$ cat src/rtl/usb_fifo_rx_if.sv
// Bundles the 245-sync FIFO chip read bus and the AXI-Stream style output port.
// master = usb_fifo_rx (drives the chip strobes and the stream), slave = chip/sink side.
interface usb_fifo_rx_if #(
  parameter int FIFO_BUS_WIDTH = 4
);
  logic                          usb_rxf_n;
  logic                          usb_oe_n;
  logic                          usb_rd_n;
  logic [FIFO_BUS_WIDTH*8-1:0]   usb_data_i;
  logic [FIFO_BUS_WIDTH-1:0]     usb_be_i;
  logic [FIFO_BUS_WIDTH*8-1:0]   m_tdata;
  logic [FIFO_BUS_WIDTH-1:0]     m_tkeep;
  logic                          m_tvalid;
  logic                          m_tready;
  logic                          m_tlast;

  modport master (
    input  usb_rxf_n, usb_data_i, usb_be_i, m_tready,
    output usb_oe_n, usb_rd_n, m_tdata, m_tkeep, m_tvalid, m_tlast
  );

  modport slave (
    output usb_rxf_n, usb_data_i, usb_be_i, m_tready,
    input  usb_oe_n, usb_rd_n, m_tdata, m_tkeep, m_tvalid, m_tlast
  );
endinterface

$ cat src/rtl/usb_fifo_rx.sv
// 245-sync FIFO chip read engine feeding a skid buffer with a backpressured stream port.
// Optional macro USB_FIFO_RX_TLAST_EN stores a per-word tlast flag (short word or burst limit).
//
// state   | meaning
// IDLE    | bus released, waiting for rxf_n low and two free buffer slots
// TURN    | oe_n low, one-cycle bus turnaround
// READ    | oe_n and rd_n low, one word captured per cycle while data is available
// END     | rd_n high, one cycle before releasing oe_n
module usb_fifo_rx #(
  parameter int FIFO_BUS_WIDTH  = 4,
  parameter int SKID_DEPTH      = 4,
  parameter int MAX_BURST_WORDS = 1024
) (
  input  logic             usb_clk,
  input  logic             rst_glbl,
  usb_fifo_rx_if.master    bus,
  output logic             rx_busy
);
  localparam int DW  = FIFO_BUS_WIDTH * 8;
  localparam int BW  = FIFO_BUS_WIDTH;
  localparam int PW  = $clog2(SKID_DEPTH);
  localparam int CW  = $clog2(SKID_DEPTH + 1);
  localparam int BCW = $clog2(MAX_BURST_WORDS + 1);
`ifdef USB_FIFO_RX_TLAST_EN
  localparam int EW  = DW + BW + 1;
`else
  localparam int EW  = DW + BW;
`endif

  typedef enum logic [1:0] {ST_IDLE, ST_TURN, ST_READ, ST_END} state_e;

  state_e          state_q;
  logic            oe_n_q;
  logic            rd_n_q;
  logic [BCW-1:0]  burst_cnt_q;
  logic [BCW-1:0]  burst_cnt_d;
  logic [EW-1:0]   mem_q [SKID_DEPTH];
  logic [PW-1:0]   wr_ptr_q;
  logic [PW-1:0]   rd_ptr_q;
  logic [CW-1:0]   count_q;
  logic [CW-1:0]   count_d;
  logic [EW-1:0]   entry_d;
  logic [EW-1:0]   head;
  logic            push;
  logic            pop;

  // rd_n_q is low only in READ, so a capture never happens outside a burst.
  assign push = !rd_n_q && !bus.usb_rxf_n;
  assign pop  = (count_q != '0) && bus.m_tready;

  always_comb begin
    count_d     = count_q + CW'(push) - CW'(pop);
    burst_cnt_d = burst_cnt_q + BCW'(push);
  end

`ifdef USB_FIFO_RX_TLAST_EN
  always_comb begin
    entry_d = {(bus.usb_be_i != {BW{1'b1}}) || (burst_cnt_d == BCW'(MAX_BURST_WORDS)),
               bus.usb_data_i, bus.usb_be_i};
  end
  assign bus.m_tlast = head[EW-1];
`else
  always_comb begin
    entry_d = {bus.usb_data_i, bus.usb_be_i};
  end
  assign bus.m_tlast = 1'b0;
`endif

  assign head         = mem_q[rd_ptr_q];
  assign bus.m_tvalid = (count_q != '0);
  assign bus.m_tdata  = head[BW +: DW];
  assign bus.m_tkeep  = head[BW-1:0];
  assign bus.usb_oe_n = oe_n_q;
  assign bus.usb_rd_n = rd_n_q;
  assign rx_busy      = (state_q != ST_IDLE);

  always_ff @(posedge usb_clk) begin
    if (rst_glbl) begin
      state_q     <= ST_IDLE;
      oe_n_q      <= 1'b1;
      rd_n_q      <= 1'b1;
      burst_cnt_q <= '0;
      wr_ptr_q    <= '0;
      rd_ptr_q    <= '0;
      count_q     <= '0;
      for (int i = 0; i < SKID_DEPTH; i++) mem_q[i] <= '0;
    end else begin
      count_q <= count_d;
      if (push) begin
        mem_q[wr_ptr_q] <= entry_d;
        wr_ptr_q        <= wr_ptr_q + PW'(1);
      end
      if (pop) rd_ptr_q <= rd_ptr_q + PW'(1);
      burst_cnt_q <= (state_q == ST_IDLE) ? '0 : burst_cnt_d;

      case (state_q)
        ST_IDLE: begin
          if (!bus.usb_rxf_n && (SKID_DEPTH - int'(count_q)) >= 2) begin
            state_q <= ST_TURN;
            oe_n_q  <= 1'b0;
          end
        end
        ST_TURN: begin
          state_q <= ST_READ;
          rd_n_q  <= 1'b0;
        end
        ST_READ: begin
          // Leaving one slot free covers nothing here since rd_n is registered,
          // but keeps the buffer strictly below full between bursts.
          if (bus.usb_rxf_n || int'(count_d) >= SKID_DEPTH - 1 ||
              int'(burst_cnt_d) >= MAX_BURST_WORDS) begin
            state_q <= ST_END;
            rd_n_q  <= 1'b1;
          end
        end
        default: begin
          state_q <= ST_IDLE;
          oe_n_q  <= 1'b1;
        end
      endcase
    end
  end
endmodule
$ cat src/flat_wrapper.sv
// flat-port wrapper written by rule: the top's interface ports become plain ports
module usb_fifo_rx_flat 
#(
  parameter int FIFO_BUS_WIDTH  = 4,
  parameter int SKID_DEPTH      = 4,
  parameter int MAX_BURST_WORDS = 1024
)
  (usb_clk, rst_glbl, rx_busy, bus_usb_rxf_n, bus_usb_data_i, bus_usb_be_i, bus_m_tready, bus_usb_oe_n, bus_usb_rd_n, bus_m_tdata, bus_m_tkeep, bus_m_tvalid, bus_m_tlast);
  usb_fifo_rx_if #(.FIFO_BUS_WIDTH(FIFO_BUS_WIDTH)) bus_i ();
  input  logic usb_clk;
  input  logic rst_glbl;
  output logic rx_busy;
  input wire logic [$bits(bus_i.usb_rxf_n)-1:0] bus_usb_rxf_n;
  input wire logic [$bits(bus_i.usb_data_i)-1:0] bus_usb_data_i;
  input wire logic [$bits(bus_i.usb_be_i)-1:0] bus_usb_be_i;
  input wire logic [$bits(bus_i.m_tready)-1:0] bus_m_tready;
  output wire logic [$bits(bus_i.usb_oe_n)-1:0] bus_usb_oe_n;
  output wire logic [$bits(bus_i.usb_rd_n)-1:0] bus_usb_rd_n;
  output wire logic [$bits(bus_i.m_tdata)-1:0] bus_m_tdata;
  output wire logic [$bits(bus_i.m_tkeep)-1:0] bus_m_tkeep;
  output wire logic [$bits(bus_i.m_tvalid)-1:0] bus_m_tvalid;
  output wire logic [$bits(bus_i.m_tlast)-1:0] bus_m_tlast;
  assign bus_i.usb_rxf_n = bus_usb_rxf_n;
  assign bus_i.usb_data_i = bus_usb_data_i;
  assign bus_i.usb_be_i = bus_usb_be_i;
  assign bus_i.m_tready = bus_m_tready;
  assign bus_usb_oe_n = bus_i.usb_oe_n;
  assign bus_usb_rd_n = bus_i.usb_rd_n;
  assign bus_m_tdata = bus_i.m_tdata;
  assign bus_m_tkeep = bus_i.m_tkeep;
  assign bus_m_tvalid = bus_i.m_tvalid;
  assign bus_m_tlast = bus_i.m_tlast;
  usb_fifo_rx #(.FIFO_BUS_WIDTH(FIFO_BUS_WIDTH), .SKID_DEPTH(SKID_DEPTH), .MAX_BURST_WORDS(MAX_BURST_WORDS)) u_core (.usb_clk(usb_clk), .rst_glbl(rst_glbl), .bus(bus_i), .rx_busy(rx_busy));
endmodule
$ cat config.mk
export PLATFORM = sky130hd
export DESIGN_NAME = usb_fifo_rx_flat
export DESIGN_NICKNAME = d
export VERILOG_FILES = /design/src/rtl/usb_fifo_rx_if.sv /design/src/rtl/usb_fifo_rx.sv /design/src/flat_wrapper.sv
export SDC_FILE = /design/constraint.sdc
export NUM_CORES = 1
export LEC_CHECK = 0
export ABC_AREA = 1
export CORE_ASPECT_RATIO = 0.6
export CORE_MARGIN = 8
export CORE_UTILIZATION = 39
export CTS_CLUSTER_DIAMETER = 40
export DETAILED_ROUTE_END_ITERATION = 7
export PLACE_DENSITY = 0.66
export SYNTH_ARGS = -nofsm -noshare
export SYNTH_HDL_FRONTEND = slang
export SYNTH_SLANG_ARGS = --single-unit
$ cat constraint.sdc
create_clock -name usb_clk -period 12.1 [get_ports usb_clk]
set_clock_uncertainty 0.15 [all_clocks]
set_input_delay 1.21 -clock usb_clk [delete_from_list [all_inputs] [get_ports usb_clk]]
set_output_delay 1.21 -clock usb_clk [all_outputs]
set_load 0.05 [all_outputs]
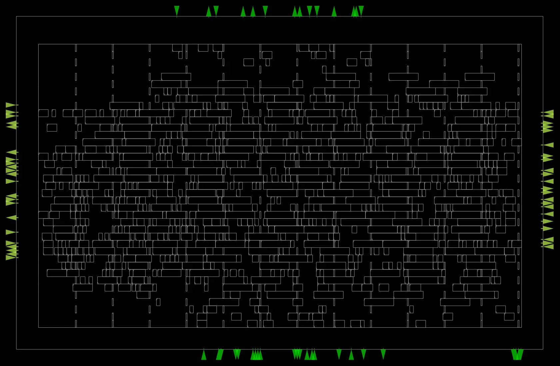
(cell placement)
Flops: 168
post-route core utilization: 48.6%
Non-Filler Instances: 1082
Fillers: 1703

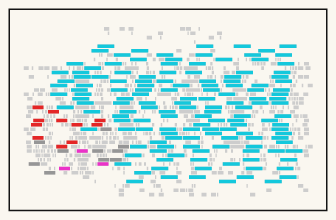
(sequential cells coloured by netlist name)
Other sequential cells in the stronger grey, the rest of the logic in the fainter grey.
colour	signal	sequential cells
magenta	u_core.count_q	3
cyan	u_core.mem_q	144
red	u_core.burst_cnt_q	11
not coloured	10

==> GITHUB_STEP_SUMMARY <==
### Flow metrics

| Metric | Value |
|---|---|
| Run status | `finished, final reports clean` |
| First-pass GRT wire length | `approximately 29000 µm` |
| WL met3 | `1300 µm` |
| Hold Path End | `u_core.bus.usb_oe_n` |
| Crit end category | `output pin` |
| Initial antenna violation count | `0` |
| Num Clock Sinks | `approximately 170` |
| Setup TNS | `0 ns` |
| Post_cts resized | `0` |
| Largest net degree at the start of global routing | `between 70 and 80` |
| WP buf/inv | `4` |
| Cell with the most instances after synthesis | `nor2_1` |
| Slew @ Worst Pin | `1.05 ns` |
| Placer Congestion | `between 0.7 and 0.8` |
| YS warnings | `0` |
| IO Pins | `slightly above 80` |
| Post-synth seq share | `approximately 63%` |
| Highest routed layer | `met4` |
| Worst R2R Path Depth | `7` |
| Fin nets | `855` |
| VDD IR-drop max | `0.163 mV` |
| Slowest stage delay, CP | `approximately 0.84 ns` |
| RSZ-0062 raised after global routing | `false` |
| Cell Type Count | `31` |
| Met1 wire length | `roughly 8700 µm` |
| Area leader, netlist | `edfxtp_1` |
| CP dominant cell by count | `buf_4` |
| Fin. max-slew vios | `0` |
| Final HPWL DP | `about 11000 µm` |
| Detail-routed via count per cell | `between 4 and 5` |
| GR peak layer | `met2` |
| Comb gates | `422` |
| Setup violators final | `0` |
| Top FF cell, synth | `edfxtp_1` |
| CTS tree | `yes` |
| Combinational share of cell area | `between 20% and 30%` |
| GRT Util Overall | `14.9%` |
| I/O Buffers | `around 79` |
| Max Clk Rate | `approximately 220 MHz` |
| Hold Crit Start | `u_core.bus.usb_oe_n` |
| Bufs w/o clock | `a little under 90` |
| Die Y | `approximately 120 µm` |
| Count of library flops with an enable pin | `144` |
| Met3 GRT Util | `~4.0%` |
| CTS Buf Count | `17` |
| Tap cells | `266` |
| Crit path launch type | `flip-flop` |
| Post-synthesis average cell area | `10.5 µm²` |
| # diodes | `0` |
| CTS Buffer Depth | `2` |
| P_leak | `between 3 and 4 nW` |
| Crit path max-delay family | `buffers and inverters` |
| Final Power | `~2.0 mW` |
| Initial drt markers | `425` |
| Crit-path slowest cell | `clkdlybuf4s50_1` |
| Post-CTS setup buffers | `0` |
| Die area | `about 25000 µm²` |
| CTS Root Cell | `clkbuf_16` |
| Register area | `between 4000 and 5000 µm²` |
| Routing usage on met1 | `a little over a fifth` |
| Levels on crit path | `6` |
| R2R Setup Slk | `9.28 ns` |
| Hold Buf Count CTS | `0` |
| Worst Hold Depth | `2` |
| Crit path DRT | `10.74 ns` |
| Flop share of the area | `51.6%` |
| DRC viols | `0` |
| Dominant kind of cell | `sequential cells` |
| Post-route minimum period | `about 4.5 ns` |
| Overflow after GRT | `0` |
| Hold Path Class | `flip-flop to flip-flop` |
| Synthesized instance count | `about 730` |
| Final Hold Vio Count | `0` |
| OpenROAD warning count | `28` |
| Vias in the first global route | `5297` |
| 1st-pass router iterations | `7` |
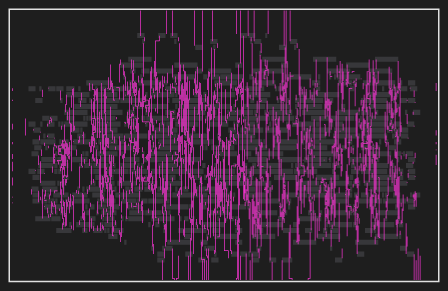
(the metal 2 layer)
Cells faint in the background.
main direction	vertical
longest straight run	50.0 µm
wire length on this layer	7960 µm
via count: 5251
met2 Track Usage GR: 22.7%
Routed WL: 18000 µm

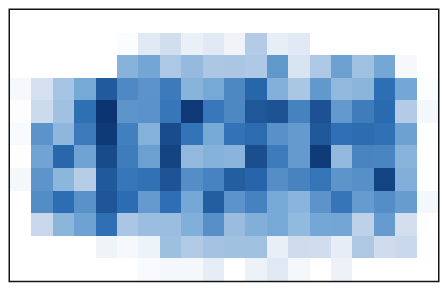
(cell area per tile)
The die is cut into 20 by 12 equal tiles; white is low, dark blue is high, 0 to 100% covered.
emptiest ninth of the die	top left
mean over tiles	37%
tiles over 75% full	12%
core utilization at floorplan: 40.0%
CORE AREA: 19200 µm²

registers in the layout (all words and copies together) (netlist names), named ones only:
register and flops:
u_core.mem_q 144, u_core.burst_cnt_q 11, u_core.count_q 3, u_core.rd_ptr_q 2
u_core.state_q 2, u_core.wr_ptr_q 2, u_core.bus.usb_oe_n 1, u_core.bus.usb_rd_n 1
report_power, final:
group          switching [mW]  internal [mW]  leakage, nW
logic                   0.497          0.209         1.38
registers              0.0171          0.681         1.69
clock network           0.238          0.329        0.292
cell families (layout without fill, tap and decap cells):
kind of cell	count (synthesis)	count (layout)	synth area share, %
DFF	168	168	62.6
other	1	1	0.0489
AOI/OAI and AO/OA	133	133	9.41
buffers and inverters	144	226	7.71
adders and majority gates	11	11	1.89
xor gates and xnor gates	4	4	0.457
and+or+nand+nor	273	273	17.9
Power is estimated from default activity; no workload was simulated.
